### src/rtl/energy_detect_pkg.sv
// rtl/energy_detect_pkg.sv - shared state encoding and width defaults for the energy detector
//
// Purpose: state encoding for energy_detect_ctrl, default magnitude/window
//          widths and the derivation of the window-sum width.
// Ports:   none (package).
package energy_detect_pkg;

  localparam int unsigned MAG_W_DEF    = 17;
  localparam int unsigned WIN_LOG2_DEF = 4;

  // A sum of 2^win_log2 values of mag_w bits needs win_log2 extra bits.
  function automatic int unsigned acc_width(input int unsigned mag_w,
                                            input int unsigned win_log2);
    return mag_w + win_log2;
  endfunction

  typedef enum logic [2:0] {
    ST_IDLE    = 3'd0,
    ST_FILL    = 3'd1,
    ST_SEARCH  = 3'd2,
    ST_CONFIRM = 3'd3,
    ST_HOLD    = 3'd4
  } state_e;

endpackage

### src/rtl/energy_window_sum.sv
// rtl/energy_window_sum.sv - sliding-window magnitude sum with delay line and fill tracking
//
// Purpose: keeps the last 2^WIN_LOG2 magnitudes and their running sum.
// Ports:
//   Clk, Rst_n     clock, asynchronous active-low reset
//   clear_i        synchronous clear of sum, delay line and fill counter
//   valid_i        accept magnitude_i this cycle
//   magnitude_i    incoming |A|^2 sample
//   sum_next_o     sum including magnitude_i, excluding the oldest sample
//   sum_o          registered running sum
//   fill_last_o    valid_i carries the sample that completes the first window
module energy_window_sum #(
  parameter int unsigned MAG_W    = 17,
  parameter int unsigned WIN_LOG2 = 4,
  parameter int unsigned ACC_W    = MAG_W + WIN_LOG2
) (
  input  logic             Clk,
  input  logic             Rst_n,
  input  logic             clear_i,
  input  logic             valid_i,
  input  logic [MAG_W-1:0] magnitude_i,
  output logic [ACC_W-1:0] sum_next_o,
  output logic [ACC_W-1:0] sum_o,
  output logic             fill_last_o
);

  localparam int WIN = 1 << WIN_LOG2;
  localparam logic [WIN_LOG2:0] FILL_LAST = (WIN_LOG2 + 1)'(WIN - 1);

  logic [MAG_W-1:0]  dl_q [WIN];
  logic [ACC_W-1:0]  sum_q;
  // MSB set means the window is full; the counter saturates there.
  logic [WIN_LOG2:0] fill_cnt_q;

  // The sum never exceeds WIN * (2^MAG_W - 1), so ACC_W bits cannot wrap.
  assign sum_next_o  = sum_q + ACC_W'(magnitude_i) - ACC_W'(dl_q[WIN-1]);
  assign sum_o       = sum_q;
  assign fill_last_o = valid_i && (fill_cnt_q == FILL_LAST);

  always_ff @(posedge Clk or negedge Rst_n) begin
    if (!Rst_n) begin
      sum_q      <= '0;
      fill_cnt_q <= '0;
      for (int i = 0; i < WIN; i++) dl_q[i] <= '0;
    end else if (clear_i) begin
      sum_q      <= '0;
      fill_cnt_q <= '0;
      for (int i = 0; i < WIN; i++) dl_q[i] <= '0;
    end else if (valid_i) begin
      sum_q   <= sum_next_o;
      dl_q[0] <= magnitude_i;
      for (int i = 1; i < WIN; i++) dl_q[i] <= dl_q[i-1];
      if (!fill_cnt_q[WIN_LOG2]) fill_cnt_q <= fill_cnt_q + 1'b1;
    end
  end

endmodule

### src/rtl/energy_detect_ctrl.sv
// rtl/energy_detect_ctrl.sv - energy detection sequencer with confirm/hold FSM
//
// Purpose: gates samples into the energy block, sums its magnitude stream over
//          a sliding window, and pulses Detected after CONFIRM_CNT consecutive
//          window sums at or above Threshold, then ignores HOLD_LEN samples.
// Optional: define ENERGY_DETECT_PEAK_EN to track the peak window sum on
//           PeakEnergy; otherwise PeakEnergy is 0.
// Ports:
//   Clk, Rst_n      clock, asynchronous active-low reset
//   Start, Abort    arm pulse, synchronous abort (Abort wins)
//   SampleValid     sample-buffer valid; EnergyEnable = SampleValid while busy
//   MagValid        magnitude valid from the energy block
//   Magnitude       |A|^2 sample
//   Threshold       detection threshold on the window sum
//   Detected        one-cycle detection pulse
//   Busy, State     activity flag and state encoding
//   WindowEnergy    registered window sum
//   PeakEnergy      peak window sum (optional)
module energy_detect_ctrl
  import energy_detect_pkg::*;
#(
  parameter int unsigned WIN_LOG2    = WIN_LOG2_DEF,
  parameter int unsigned CONFIRM_CNT = 8,
  parameter int unsigned HOLD_LEN    = 320,
  parameter int unsigned MAG_W       = MAG_W_DEF,
  parameter int unsigned ACC_W       = acc_width(MAG_W, WIN_LOG2)
) (
  input  logic             Clk,
  input  logic             Rst_n,
  input  logic             Start,
  input  logic             Abort,
  input  logic             SampleValid,
  output logic             EnergyEnable,
  input  logic             MagValid,
  input  logic [MAG_W-1:0] Magnitude,
  input  logic [ACC_W-1:0] Threshold,
  output logic             Detected,
  output logic             Busy,
  output logic [ACC_W-1:0] WindowEnergy,
  output logic [2:0]       State,
  output logic [ACC_W-1:0] PeakEnergy
);

  localparam int unsigned CNT_W  = $clog2(CONFIRM_CNT + 1);
  localparam int unsigned HOLD_W = $clog2(HOLD_LEN + 1);

  state_e            state_q, state_d;
  logic [CNT_W-1:0]  cnt_q, cnt_d;
  logic [HOLD_W-1:0] hold_q, hold_d;
  logic              det_q, det_d;

  logic              win_clear, win_valid, fill_last, above;
  logic [ACC_W-1:0]  sum_next, sum_reg;

  assign win_valid = MagValid && (state_q != ST_IDLE);
  assign win_clear = (state_q == ST_IDLE) && Start && !Abort;
  assign above     = (sum_next >= Threshold);

  energy_window_sum #(
    .MAG_W    (MAG_W),
    .WIN_LOG2 (WIN_LOG2),
    .ACC_W    (ACC_W)
  ) u_win (
    .Clk         (Clk),
    .Rst_n       (Rst_n),
    .clear_i     (win_clear),
    .valid_i     (win_valid),
    .magnitude_i (Magnitude),
    .sum_next_o  (sum_next),
    .sum_o       (sum_reg),
    .fill_last_o (fill_last)
  );

  always_comb begin
    state_d = state_q;
    cnt_d   = cnt_q;
    hold_d  = hold_q;
    det_d   = 1'b0;
    if (Abort) begin
      state_d = ST_IDLE;
      cnt_d   = '0;
      hold_d  = '0;
    end else begin
      case (state_q)
        ST_IDLE: begin
          if (Start) begin
            state_d = ST_FILL;
            cnt_d   = '0;
            hold_d  = '0;
          end
        end
        ST_FILL: begin
          if (fill_last) state_d = ST_SEARCH;
        end
        ST_SEARCH: begin
          if (MagValid && above) begin
            // A single-sample confirm detects on the entry sample itself.
            if (CONFIRM_CNT == 1) begin
              det_d   = 1'b1;
              state_d = ST_HOLD;
              cnt_d   = '0;
              hold_d  = '0;
            end else begin
              cnt_d   = CNT_W'(1);
              state_d = ST_CONFIRM;
            end
          end
        end
        ST_CONFIRM: begin
          if (MagValid) begin
            if (above) begin
              if (cnt_q == CNT_W'(CONFIRM_CNT - 1)) begin
                det_d   = 1'b1;
                state_d = ST_HOLD;
                cnt_d   = '0;
                hold_d  = '0;
              end else begin
                cnt_d = cnt_q + 1'b1;
              end
            end else begin
              cnt_d   = '0;
              state_d = ST_SEARCH;
            end
          end
        end
        ST_HOLD: begin
          if (MagValid) begin
            if (hold_q == HOLD_W'(HOLD_LEN - 1)) begin
              state_d = ST_IDLE;
              hold_d  = '0;
            end else begin
              hold_d = hold_q + 1'b1;
            end
          end
        end
        default: state_d = ST_IDLE;
      endcase
    end
  end

  always_ff @(posedge Clk or negedge Rst_n) begin
    if (!Rst_n) begin
      state_q <= ST_IDLE;
      cnt_q   <= '0;
      hold_q  <= '0;
      det_q   <= 1'b0;
    end else begin
      state_q <= state_d;
      cnt_q   <= cnt_d;
      hold_q  <= hold_d;
      det_q   <= det_d;
    end
  end

`ifdef ENERGY_DETECT_PEAK_EN
  logic [ACC_W-1:0] peak_q;
  logic             peak_upd;

  assign peak_upd = MagValid && (sum_next > peak_q) &&
                    ((state_q == ST_SEARCH) || (state_q == ST_CONFIRM) ||
                     (state_q == ST_HOLD));

  always_ff @(posedge Clk or negedge Rst_n) begin
    if (!Rst_n)        peak_q <= '0;
    else if (win_clear) peak_q <= '0;
    else if (peak_upd)  peak_q <= sum_next;
  end

  assign PeakEnergy = peak_q;
`else
  assign PeakEnergy = '0;
`endif

  assign EnergyEnable = SampleValid && (state_q != ST_IDLE);
  assign Busy         = (state_q != ST_IDLE);
  assign State        = state_q;
  assign Detected     = det_q;
  assign WindowEnergy = sum_reg;

endmodule

### config.mk
export PLATFORM = sky130hd
export DESIGN_NAME = energy_detect_ctrl
export DESIGN_NICKNAME = d
export VERILOG_FILES = /design/src/rtl/energy_detect_pkg.sv /design/src/rtl/energy_window_sum.sv /design/src/rtl/energy_detect_ctrl.sv
export SDC_FILE = /design/constraint.sdc
export NUM_CORES = 1
export LEC_CHECK = 0
export ABC_AREA = 1
export CAP_MARGIN = 5
export CELL_PAD_IN_SITES_DETAIL_PLACEMENT = 0
export CELL_PAD_IN_SITES_GLOBAL_PLACEMENT = 1
export CORE_ASPECT_RATIO = 1.25
export CORE_MARGIN = 5
export CORE_UTILIZATION = 43
export DETAILED_ROUTE_END_ITERATION = 6
export GPL_TIMING_DRIVEN = 0
export PLACE_DENSITY = 0.78
export SYNTH_ARGS = -nofsm -noshare
export SYNTH_HDL_FRONTEND = slang
export SYNTH_HIERARCHICAL = 1
export SYNTH_SLANG_ARGS = --single-unit
### constraint.sdc
create_clock -name Clk -period 3.7 [get_ports Clk]
set_input_delay 0.555 -clock Clk [delete_from_list [all_inputs] [get_ports Clk]]
set_output_delay 0.555 -clock Clk [all_outputs]
set_load 0.02 [all_outputs]
==> impl_metrics.json, run 1 <==
{
  "nFillCells": 3179,
  "dpl.cell_count": 2208,
  "mux_share_pct": 0,
  "power_leader": "combinational logic",
  "rows": 79,
  "cts.clk_slew.worst_paths_ns": 0.06,
  "drive_gt1_share_pct": 38.73,
  "use_met3_pct": 2.451,
  "run_status": "finished clean",
  "vias_per_cell": 4.800,
  "p_seq_share_pct": 24.0,
  "power.density_nw_per_um2": 859.3,
  "multiInputCombCellCount": 808,
  "gp_congestion": 0.8400,
  "fin_ws_ns": 0.05869,
  "setup_viol": 0,
  "slew_viol_final": 0,
  "top_cells_by_count": "inv_1, dfrtp_1, nand2_1, o22ai_2, o22ai_1",
  "min_period_over_period_pct": 98.41,
  "tns_ns": 0,
  "dr_wl_met3_mm": 1.275,
  "route.detailed.drc": 0,
  "warnings": 32,
  "ff_type": "dfrtp_1",
  "slowest_delay_ns": 0.46,
  "diodes": 0,
  "dp_hpwl_mm": 25.87,
  "n_all_buffers": 265,
  "power_frac_comb_pct": 57.4,
  "yosysSeqAreaShare_pct": 48.28,
  "dp_slack_ns": -1.126,
  "p_leak_uw": 0.009508,
  "crit_buf_inv": 7,
  "first_pass_iters": 4,
  "antenna_left": 0,
  "top_cells_by_area": "dfrtp_1, o22ai_2, inv_1",
  "buffer_area_share_pct": 10.84,
  "yosys-stat-area_um2": 16330,
  "rsz0062_at_grt": "true",
  "inverters": 443,
  "die_h_um": 227.9,
  "pwr-share-clk_pct": 18.6,
  "placeableCoreArea_um2": 37360,
  "grt_pass1_wl_mm": 59.08,
  "seq_share_pct": 37.62,
  "cts_made_buffers": 35,
  "top_cell": "inv_1",
  "power_clock_uw": 3350,
  "tapCellCount": 486
}
## run 1: flip-flops by register name (all words and copies together), names as in the netlist
register,flops
u_win/fill_cnt_q,5
u_win/sum_o,21
Detected,1
hold_q,9
cnt_q,4
u_win/dl_q,272
State,3
## run 1: worst paths after layout
kind	slack, ns	start	cells after the start	end
max	0.06	u_win/sum_o[1]	26	hold_q[6]
min	0.01	Rst_n	1	hold_q[3]
max reg2reg	0.06	u_win/sum_o[1]	26	hold_q[6]
min reg2reg	0.50	u_win/fill_cnt_q[4]	2	u_win/fill_cnt_q[4]
max in group asynchronous	2.12	Rst_n	3	u_win/dl_q[206]
min in group Clk	0.44	Magnitude[14]	4	u_win/dl_q[269]
## run 1: repair_timing
action	in CTS	in global routing
cloned	1	0
pin swaps	105	93
setup endpoints to repair	17	19
gates resized	214	122
setup buffers	87	21
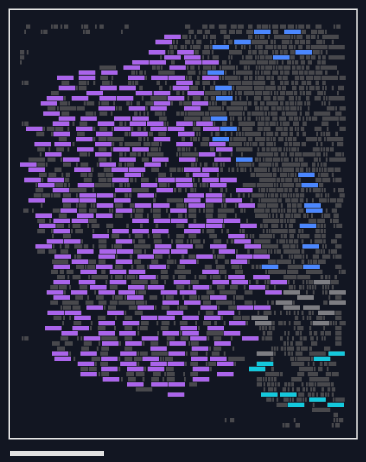
run_1/ff_map.png
The bar under the picture is 50 um long.
- cyan: hold_q (placed flops 9; where lower right)
- purple: u_win/dl_q (placed flops 272)
- blue: u_win/sum_o (placed flops 21)

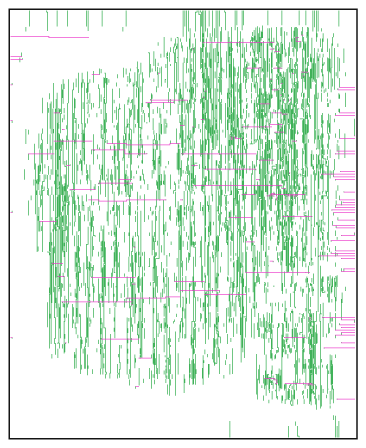
run_1/layers.png
Two of the layers only.
- magenta: M3 (wire length 1280 um)
- green: M2 (wire length 19100 um)

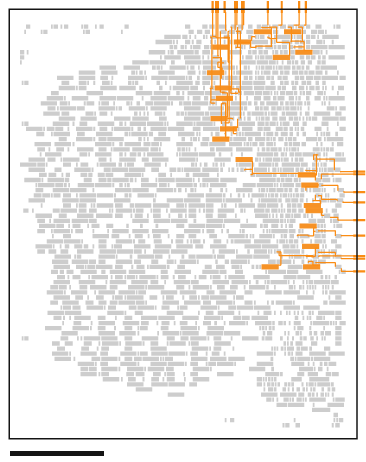
run_1/port_trees.png
The bar under the picture is 50 um long.
- orange: WindowEnergy (bits 21; direction output; end cells 21; wire 959 um)
I/O Pins: 92
IO buf count: 70

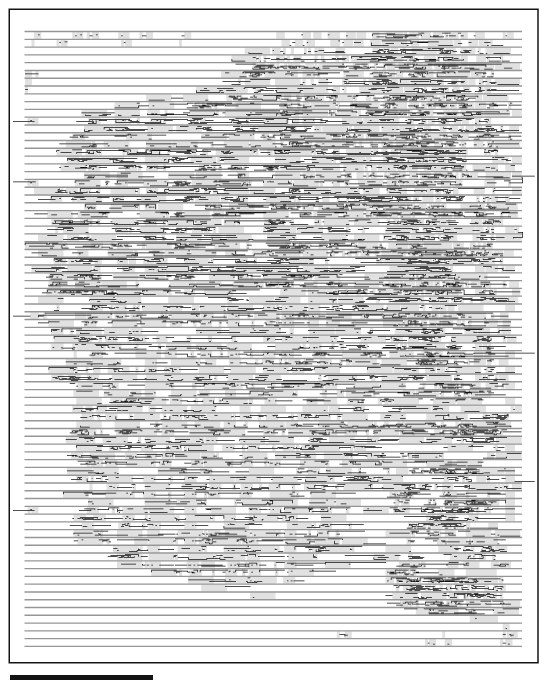
run_1/m1.png
The bar under the picture is 50 um long. Supply wires on this layer in grey.
- longest straight run: 76.8 um
- share of all routed wire: 41%
- wire length on this layer: 15100 um
- nets with wire on the layer: 1820
- main direction: horizontal
vias post-DR: 11400
routed wire length: 36.48 mm
met1 GRT Util: 20.69%

==> run 1 -> run 2 <==
--- a/config.mk
+++ b/config.mk
@@ -13,9 +13,11 @@
 export CORE_MARGIN = 5
 export CORE_UTILIZATION = 43
 export DETAILED_ROUTE_END_ITERATION = 6
+export GPL_ROUTABILITY_DRIVEN = 0
 export GPL_TIMING_DRIVEN = 0
 export PLACE_DENSITY = 0.78
 export SYNTH_ARGS = -nofsm -noshare
 export SYNTH_HDL_FRONTEND = slang
 export SYNTH_HIERARCHICAL = 1
 export SYNTH_SLANG_ARGS = --single-unit
+export TNS_END_PERCENT = 20
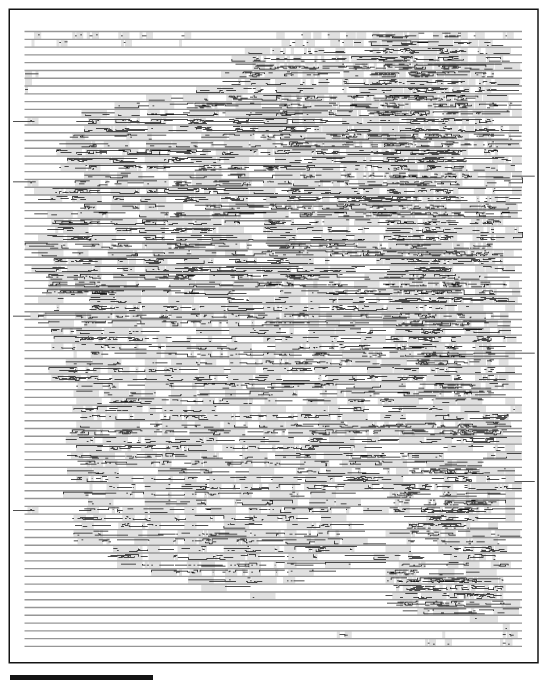
run_2/m1.png
The bar under the picture is 50 um long. Supply wires on this layer in grey.
- main direction: horizontal
- longest straight run: 76.8 um
- wire length on this layer: 15000 um
- nets with wire on the layer: 1824
- share of all routed wire: 41%
vias post-DR: 11370
routed wire length: 36.45 mm

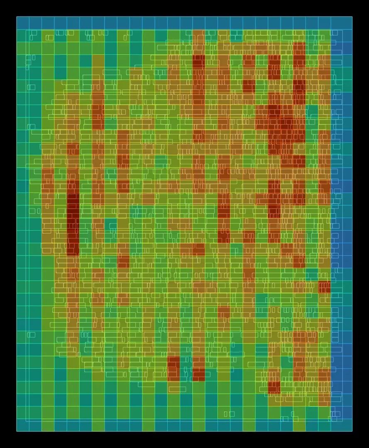
run_2/congestion_map.png
most crowded layer after global routing: met2
routed wire length per instance: 15.35 um
met3 usage: 2.451%

==> impl_metrics.json, run 2 <==
{
  "fin_ws_ns": 0.01028,
  "top_cells_by_area": "dfrtp_1, o22ai_2, inv_1",
  "slew_viol_final": 0,
  "dp_slack_ns": -1.126,
  "critPathLaunch": "u_win/dl_q[6]",
  "p_seq_share_pct": 24.2,
  "min_period_over_period_pct": 99.72,
  "crit_buf_inv": 14,
  "io_pins": 92,
  "vias_per_cell": 4.787,
  "setup_viol": 0,
  "cts.clk_slew.worst_paths_ns": 0.06,
  "power_frac_comb_pct": 57.1,
  "pwr-share-clk_pct": 18.7,
  "post_cts_resize_count": 214,
  "path_depth": 24,
  "dp_hpwl_mm": 25.87,
  "largest_reg_flops": 272,
  "top_cells_by_count": "inv_1, dfrtp_1, nand2_1, o22ai_2, o22ai_1",
  "max_flop_register": "u_win/dl_q",
  "yosysSeqAreaShare_pct": 48.28,
  "run_status": "finished clean",
  "antenna_left": 0
}
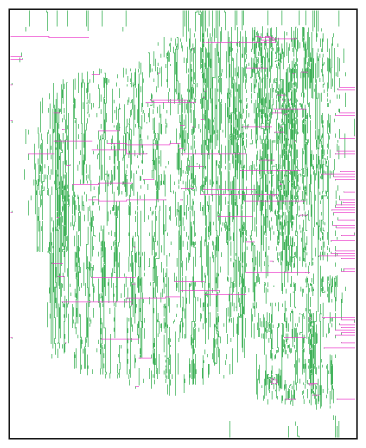
run_2/layers.png
Two of the layers only.
- magenta: M3 (wire length 1330 um)
- green: M2 (wire length 19200 um)

run 2: metrics by stage:
stage,setup TNS [ns],hold WS (ns)
global placement,-3604.23,0.4686
global route,-1.943,0.04790
detailed placement,-17.58,0.4866
finish,0,0.01162
CTS,-0.02551,0.02388
floorplan,0,0.2594
run 2: area by class of cell:
class	count	area (um2)	area share, %
Sequential cell	315	7883	37.76
Timing Repair inverter	1	11.26	0.05394
Clock buffer	53	1046	5.010
Clock inverter	6	58.81	0.2817
Buffer	85	661.9	3.171
Timing Repair Buffer	179	1588	7.606
Inverter	442	1675	8.025
Tap cell	486	608.1	2.913
Multi-Input combinational cell	808	7345	35.18
run 2: kinds of logic after synthesis:
family	share of synthesized area [%]
compound gates	20.66
xor+xnor	0.5901
fa+ha+maj	5.533
buf+inv	14.26
flops	48.28
other cells	0.02297
simple gates	10.65
Power figures rest on the tool's default switching activity, not on a simulated workload.
